## src/rtl/mem_bank_fsm_if.sv

```systemverilog
// Command/status bundle between an upstream command source and one memory bank FSM.
interface mem_bank_fsm_if #(
  parameter int unsigned ADDRWIDTH = 17
);
  logic                 cmd_valid;
  logic [2:0]           cmd;
  logic [ADDRWIDTH-1:0] row;
  logic                 stall;
  logic                 cmd_ready;
  logic [4:0]           BankFSM;
  logic [ADDRWIDTH-1:0] RowId;
  logic                 sync;
  logic                 err;

  modport master (
    output cmd_valid, cmd, row, stall,
    input  cmd_ready, BankFSM, RowId, sync, err
  );

  modport slave (
    input  cmd_valid, cmd, row, stall,
    output cmd_ready, BankFSM, RowId, sync, err
  );
endinterface

```

## src/rtl/mem_bank_fsm.sv

```systemverilog
// Single-bank DRAM command sequencer: ACT/RD/WR/PRE/REF timing, open-row tracking, row-change sync.
// Optional macro AUTOPRECHARGE_EN enables RDA/WRA (burst followed by automatic precharge).
module mem_bank_fsm #(
  parameter int unsigned ADDRWIDTH = 17,
  parameter int unsigned TRCD      = 4,
  parameter int unsigned TRP       = 4,
  parameter int unsigned TRFC      = 16,
  parameter int unsigned BURSTCYC  = 4
) (
  input logic            clk,
  input logic            reset_n,
  mem_bank_fsm_if.slave  bus
);

  localparam int unsigned TW = 8;

  localparam logic [2:0] CMD_NOP = 3'b000;
  localparam logic [2:0] CMD_ACT = 3'b001;
  localparam logic [2:0] CMD_RD  = 3'b010;
  localparam logic [2:0] CMD_WR  = 3'b011;
  localparam logic [2:0] CMD_PRE = 3'b100;
  localparam logic [2:0] CMD_REF = 3'b101;
  localparam logic [2:0] CMD_RDA = 3'b110;
  localparam logic [2:0] CMD_WRA = 3'b111;

  typedef enum logic [4:0] {
    IDLE        = 5'b00000,
    ACTIVATING  = 5'b00001,
    ACTIVE      = 5'b00010,
    PRECHARGING = 5'b00011,
    REFRESHING  = 5'b00100,
    READ        = 5'b01011,
    READDATA    = 5'b01100,
    WRITE       = 5'b10010,
    WRITEDATA   = 5'b10011
  } state_t;

  state_t               state;
  logic [TW-1:0]        timer;
  logic [ADDRWIDTH-1:0] row_id;
  logic                 row_valid;
  logic                 out_en;
  logic                 sync_q;
  logic                 err_q;
  logic                 accept;
`ifdef AUTOPRECHARGE_EN
  logic                 auto_pre;
`endif

  // Stall masks the pulses without consuming them, so a pending sync reappears once stall drops.
  assign bus.cmd_ready = out_en & ((state == IDLE) | (state == ACTIVE)) & ~bus.stall;
  assign bus.sync      = sync_q & ~bus.stall;
  assign bus.err       = err_q & ~bus.stall;
  assign bus.BankFSM   = state;
  assign bus.RowId     = row_id;
  assign accept        = bus.cmd_valid & bus.cmd_ready;

  always_ff @(posedge clk or negedge reset_n) begin
    if (!reset_n) begin
      state     <= IDLE;
      timer     <= '0;
      row_id    <= '0;
      row_valid <= 1'b0;
      out_en    <= 1'b0;
      sync_q    <= 1'b0;
      err_q     <= 1'b0;
`ifdef AUTOPRECHARGE_EN
      auto_pre  <= 1'b0;
`endif
    end else begin
      out_en <= 1'b1;
      if (!bus.stall) begin
        sync_q <= 1'b0;
        err_q  <= 1'b0;
        case (state)
          IDLE: begin
            if (accept) begin
              case (bus.cmd)
                CMD_ACT: begin
                  sync_q    <= ~row_valid | (bus.row != row_id);
                  row_id    <= bus.row;
                  row_valid <= 1'b1;
                  timer     <= TW'(TRCD - 1);
                  state     <= ACTIVATING;
                end
                CMD_REF: begin
                  timer <= TW'(TRFC - 1);
                  state <= REFRESHING;
                end
                CMD_NOP, CMD_PRE: ;
                default: err_q <= 1'b1;
              endcase
            end
          end
          ACTIVE: begin
            if (accept) begin
              case (bus.cmd)
                CMD_RD: begin
                  state <= READ;
`ifdef AUTOPRECHARGE_EN
                  auto_pre <= 1'b0;
`endif
                end
                CMD_WR: begin
                  state <= WRITE;
`ifdef AUTOPRECHARGE_EN
                  auto_pre <= 1'b0;
`endif
                end
                CMD_PRE: begin
                  timer <= TW'(TRP - 1);
                  state <= PRECHARGING;
                end
`ifdef AUTOPRECHARGE_EN
                CMD_RDA: begin
                  state    <= READ;
                  auto_pre <= 1'b1;
                end
                CMD_WRA: begin
                  state    <= WRITE;
                  auto_pre <= 1'b1;
                end
`endif
                CMD_NOP: ;
                default: err_q <= 1'b1;
              endcase
            end
          end
          ACTIVATING: begin
            if (timer == '0) state <= ACTIVE;
            else             timer <= timer - TW'(1);
          end
          PRECHARGING: begin
            // The row address is kept for observation but no longer names an open row.
            if (timer == '0) begin
              state     <= IDLE;
              row_valid <= 1'b0;
            end else begin
              timer <= timer - TW'(1);
            end
          end
          REFRESHING: begin
            if (timer == '0) state <= IDLE;
            else             timer <= timer - TW'(1);
          end
          READ: begin
            timer <= TW'(BURSTCYC - 1);
            state <= READDATA;
          end
          WRITE: begin
            timer <= TW'(BURSTCYC - 1);
            state <= WRITEDATA;
          end
          READDATA, WRITEDATA: begin
            if (timer == '0) begin
`ifdef AUTOPRECHARGE_EN
              if (auto_pre) begin
                timer <= TW'(TRP - 1);
                state <= PRECHARGING;
              end else begin
                state <= ACTIVE;
              end
`else
              state <= ACTIVE;
`endif
            end else begin
              timer <= timer - TW'(1);
            end
          end
          default: state <= IDLE;
        endcase
      end
    end
  end

endmodule

```

## src/flat_wrapper.sv

```systemverilog
// flat-port wrapper written by rule: the top's interface ports become plain ports
module mem_bank_fsm_flat 
#(
  parameter int unsigned ADDRWIDTH = 17,
  parameter int unsigned TRCD      = 4,
  parameter int unsigned TRP       = 4,
  parameter int unsigned TRFC      = 16,
  parameter int unsigned BURSTCYC  = 4
)
  (clk, reset_n, bus_cmd_valid, bus_cmd, bus_row, bus_stall, bus_cmd_ready, bus_BankFSM, bus_RowId, bus_sync, bus_err);
  mem_bank_fsm_if #(.ADDRWIDTH(ADDRWIDTH)) bus_i ();
  input logic clk;
  input logic reset_n;
  input wire logic [$bits(bus_i.cmd_valid)-1:0] bus_cmd_valid;
  input wire logic [$bits(bus_i.cmd)-1:0] bus_cmd;
  input wire logic [$bits(bus_i.row)-1:0] bus_row;
  input wire logic [$bits(bus_i.stall)-1:0] bus_stall;
  output wire logic [$bits(bus_i.cmd_ready)-1:0] bus_cmd_ready;
  output wire logic [$bits(bus_i.BankFSM)-1:0] bus_BankFSM;
  output wire logic [$bits(bus_i.RowId)-1:0] bus_RowId;
  output wire logic [$bits(bus_i.sync)-1:0] bus_sync;
  output wire logic [$bits(bus_i.err)-1:0] bus_err;
  assign bus_i.cmd_valid = bus_cmd_valid;
  assign bus_i.cmd = bus_cmd;
  assign bus_i.row = bus_row;
  assign bus_i.stall = bus_stall;
  assign bus_cmd_ready = bus_i.cmd_ready;
  assign bus_BankFSM = bus_i.BankFSM;
  assign bus_RowId = bus_i.RowId;
  assign bus_sync = bus_i.sync;
  assign bus_err = bus_i.err;
  mem_bank_fsm #(.ADDRWIDTH(ADDRWIDTH), .TRCD(TRCD), .TRP(TRP), .TRFC(TRFC), .BURSTCYC(BURSTCYC)) u_core (.clk(clk), .reset_n(reset_n), .bus(bus_i));
endmodule
```

## config.mk

```make
export PLATFORM = sky130hd
export DESIGN_NAME = mem_bank_fsm_flat
export DESIGN_NICKNAME = d
export VERILOG_FILES = /design/src/rtl/mem_bank_fsm_if.sv /design/src/rtl/mem_bank_fsm.sv /design/src/flat_wrapper.sv
export SDC_FILE = /design/constraint.sdc
export NUM_CORES = 1
export LEC_CHECK = 0
export CAP_MARGIN = 20
export CORE_AREA = 2 2 81 83
export DETAILED_ROUTE_END_ITERATION = 7
export DIE_AREA = 0 0 83 85
export GPL_ROUTABILITY_DRIVEN = 0
export MAX_ROUTING_LAYER = met4
export PLACE_DENSITY = 0.66
export REMOVE_ABC_BUFFERS = 1
export SYNTH_ARGS = -nofsm -noshare
export SYNTH_HDL_FRONTEND = slang
export SYNTH_SLANG_ARGS = --single-unit
```

## constraint.sdc

```tcl
create_clock -name clk -period 3.35 [get_ports clk]
set_input_delay 0.67 -clock clk [delete_from_list [all_inputs] [get_ports clk]]
set_output_delay 0.67 -clock clk [all_outputs]
set_load 0.02 [all_outputs]
```

==> images/registers.png <==
Other sequential cells in the stronger gray, the rest of the logic in the fainter gray.
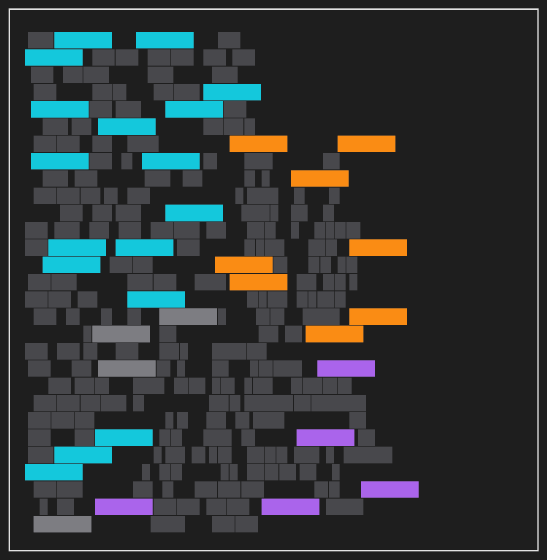
purple -> u_core.bus.BankFSM  # flops 5
orange -> u_core.timer  # flops 8, where center
cyan -> u_core.bus.RowId  # flops 17
not colored = 4
FF+latch area: 851 um^2
Sequential Power: 693 uW

==> images/final_clocks.png <==
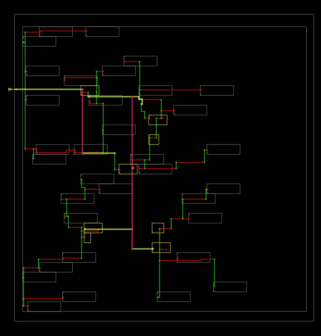
clock skew: 0.00846 ns
# clk buffers: 5
CTS sink count: 34
flop count: 34
Late-Pin Clk Latency: 0.29 ns

==> images/clock_map.png <==
The bar under the picture is 20 um long.
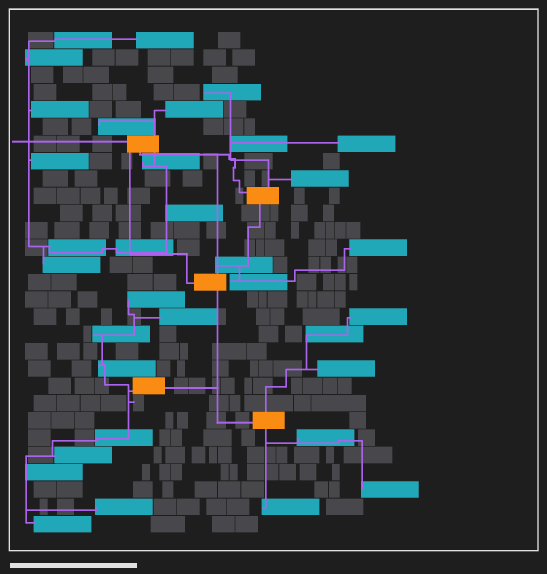
orange -> cells driving clock nets  # count 5
cyan -> flip-flops  # count 34
purple -> clock wires  # length 507 um
routed clock nets = 6
clock share of power: 0.155
Clock Power: 312 uW

==> images/gate_families.png <==
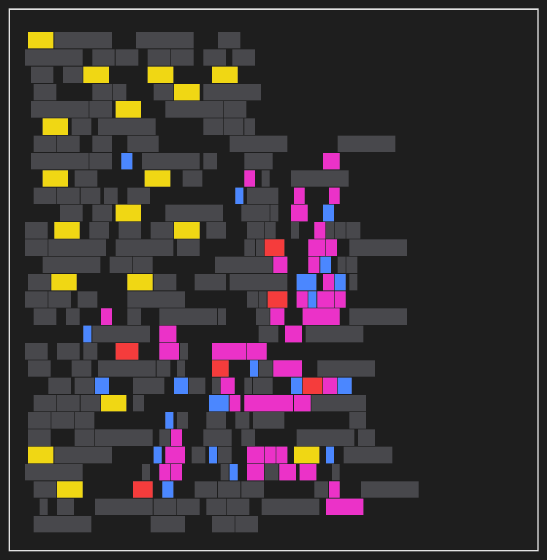
yellow -> multiplexers  # cells 18
magenta -> inverting AOI/OAI gates  # cells 40
blue -> NAND gates  # cells 20
red -> AND-OR and OR-AND gates  # cells 6

metal layers:
layer / up-vias / GRT usage / wire length (um)
met5: - / - / 0
met4: 0 / 0.0447 / 59
met3: 6 / 0.0428 / 288
met2: 50 / 0.225 / 2210
met1: 841 / 0.184 / 2210
li1: 823 / - / -
cell families (layout without fill, tap and decap cells):
logic type               after synthesis  in the layout  synth area share
adder cells (fa/ha/maj)                2              2            0.0120
flip-flops                            34             34             0.410
multiplexers                          18             18            0.0976
other                                  1              1           0.00181
XOR/XNOR                              17             17            0.0717
AND-OR/OR-AND                         46             46             0.170
AND/OR/NAND/NOR                       64             64             0.192
buffers and inverters                 15             65            0.0458
registers in the layout (all words and copies together) (netlist names):
register	count
u_core.bus.RowId	17
u_core.timer	8
u_core.out_en	1
u_core.err_q	1
u_core.row_valid	1
u_core.bus.BankFSM	5
u_core.sync_q	1
placed cells by master (no fill, tap or decap), types with 3 or more instances in the layout:
cell type        instances
o22a_1                   3
dfrtp_1                 34
xor2_1                  13
a21oi_1                  7
o31ai_1                  9
a31oi_1                  4
nor3_1                   8
clkdlybuf4s50_1         48
nand2_1                  9
clkbuf_8                 5
o21ai_0                 10
nand3_1                  6
nor4_1                   4
and3b_1                  3
inv_1                    5
mux2_2                  18
buf_4                    4
nor2b_1                  6
nor2_1                  11
xnor2_1                  4
through the flow:
stage / util / instances / instance area [um^2]
after global placement: 0.420 / 316 / 2610
after detailed placement: 0.420 / 316 / 2610
final: 0.435 / 324 / 2700
after CTS: 0.435 / 324 / 2700
after global routing: 0.435 / 324 / 2700
after floorplan: - / 187 / 2000
critical path, stage by stage, from the launching register on:
cell and delay, ns:
dfrtp_1 0.57, nor4_4 0.48, and3b_1 0.23, clkdlybuf4s50_1 0.60
==> impl_metrics.yaml <==
# physical design summary
routing:
  vias: 1720
  wl_mm: 4.77
  drt-initial-drc-count: 172
  avgRoutedWirePerCell_um: 14.7
  drc: 0
  antenna_left: 0
  first_pass_iters: 4
  avgViaCountPerCell: 5.31
clock_network:
  hold_buffers: 0
  cts-buffers-inserted: 5
  cts-resized-gates: 0
  clk_pin_slew_ns: 0.07
  clockRootBuffer: "clkbuf_8"
  cts_max_path_buffers: 2
  cts_tree: "built"
worst_setup_path:
  crit_end: "bus_cmd_ready"
  startpoint_type: "flop"
  critPathMaxFanout: 13
  crit_type: "flop to primary output"
  startpoint: "u_core.bus.BankFSM[3]$_DFFE_PN0P_"
  worst_ep_required_time_ns: 2.68
  r2r_slack_ns: 1.10
  r2r-start: "u_core.bus.BankFSM[1]$_DFFE_PN0P_"
power_and_ir_drop:
  switchingPower_uw: 860
  p_seq_frac: 0.344
  power-top-group: "combinational cells"
  leakage_uw: 0.00115
  max-vdd-ir-drop_mv: 0.327
  p_int_uw: 1160
  p_comb_uw: 1010
final_layout:
  n_antenna_cell: 0
  combGateArea_um2: 1130
  n_fill_cell: 606
  nNetsFinal: 272
  area_delta_synth_final_pct: 29.9
  buffers: 52
  multiInputCombCellCount: 148
  buf_share: 0.189
  largest_cell_class: "logic gates"
  comb_share: 0.419
  layout-drive-gt1-share: 0.170
  clock_cell_area_share: 0.0334
logic_synthesis:
  synth.most_common_cell: "dfrtp_1"
  top_cell_area_share: 0.410
  ys_cells: 197
  synth_cell_types: 47
  largest_area_cell: "dfrtp_1"
  syn-cell-area_um2: 2080
  synth_flops: 34
  synthTopCellsByCount: "34 x dfrtp_1, 18 x mux2_2, 13 x xor2_1"
  syn_inst: 197
  avgSynthCellArea_um2: 10.5
  synth_top_flop_cell: "dfrtp_1"
  yosys_warnings: 0
  edf_count: 0
  ys_seq_frac: 0.410
place:
  dp_slack_ns: 0.628
die:
  die_w_um: 83
  die_h_um: 85
  fp_util: 0.335
  chipArea_um2: 7060
  rows: 29
timing:
  fin_crit_sh: 0.844
  fin_tns_setup_ns: 0
  setup_slack_ns: 0.522
  period_needed_ns: 2.83
  setup_violations: 0
  max_freq_mhz: 354
  grt_setup_unrepaired: "false"
  final_hold_viol_count: 0
  worst_hold_slack_ns: 0.503
  worst_pin_slew_ns: 0.737
global_routing:
  grt_usage: 0.145
  grt_antenna_before_repair: 0
  grt_start_max_net_pins: 35
  grt_overflow_total: 0
run:
  max_cap_viol_count: 0
  warning_count: 26
worst_hold_path:
  whs_path_depth: 1
  hp-start: "u_core.err_q$_DFFE_PN0N_"
outcome:
  status: "completed"
No activity file was given, so power comes from the tool's default toggle rates.
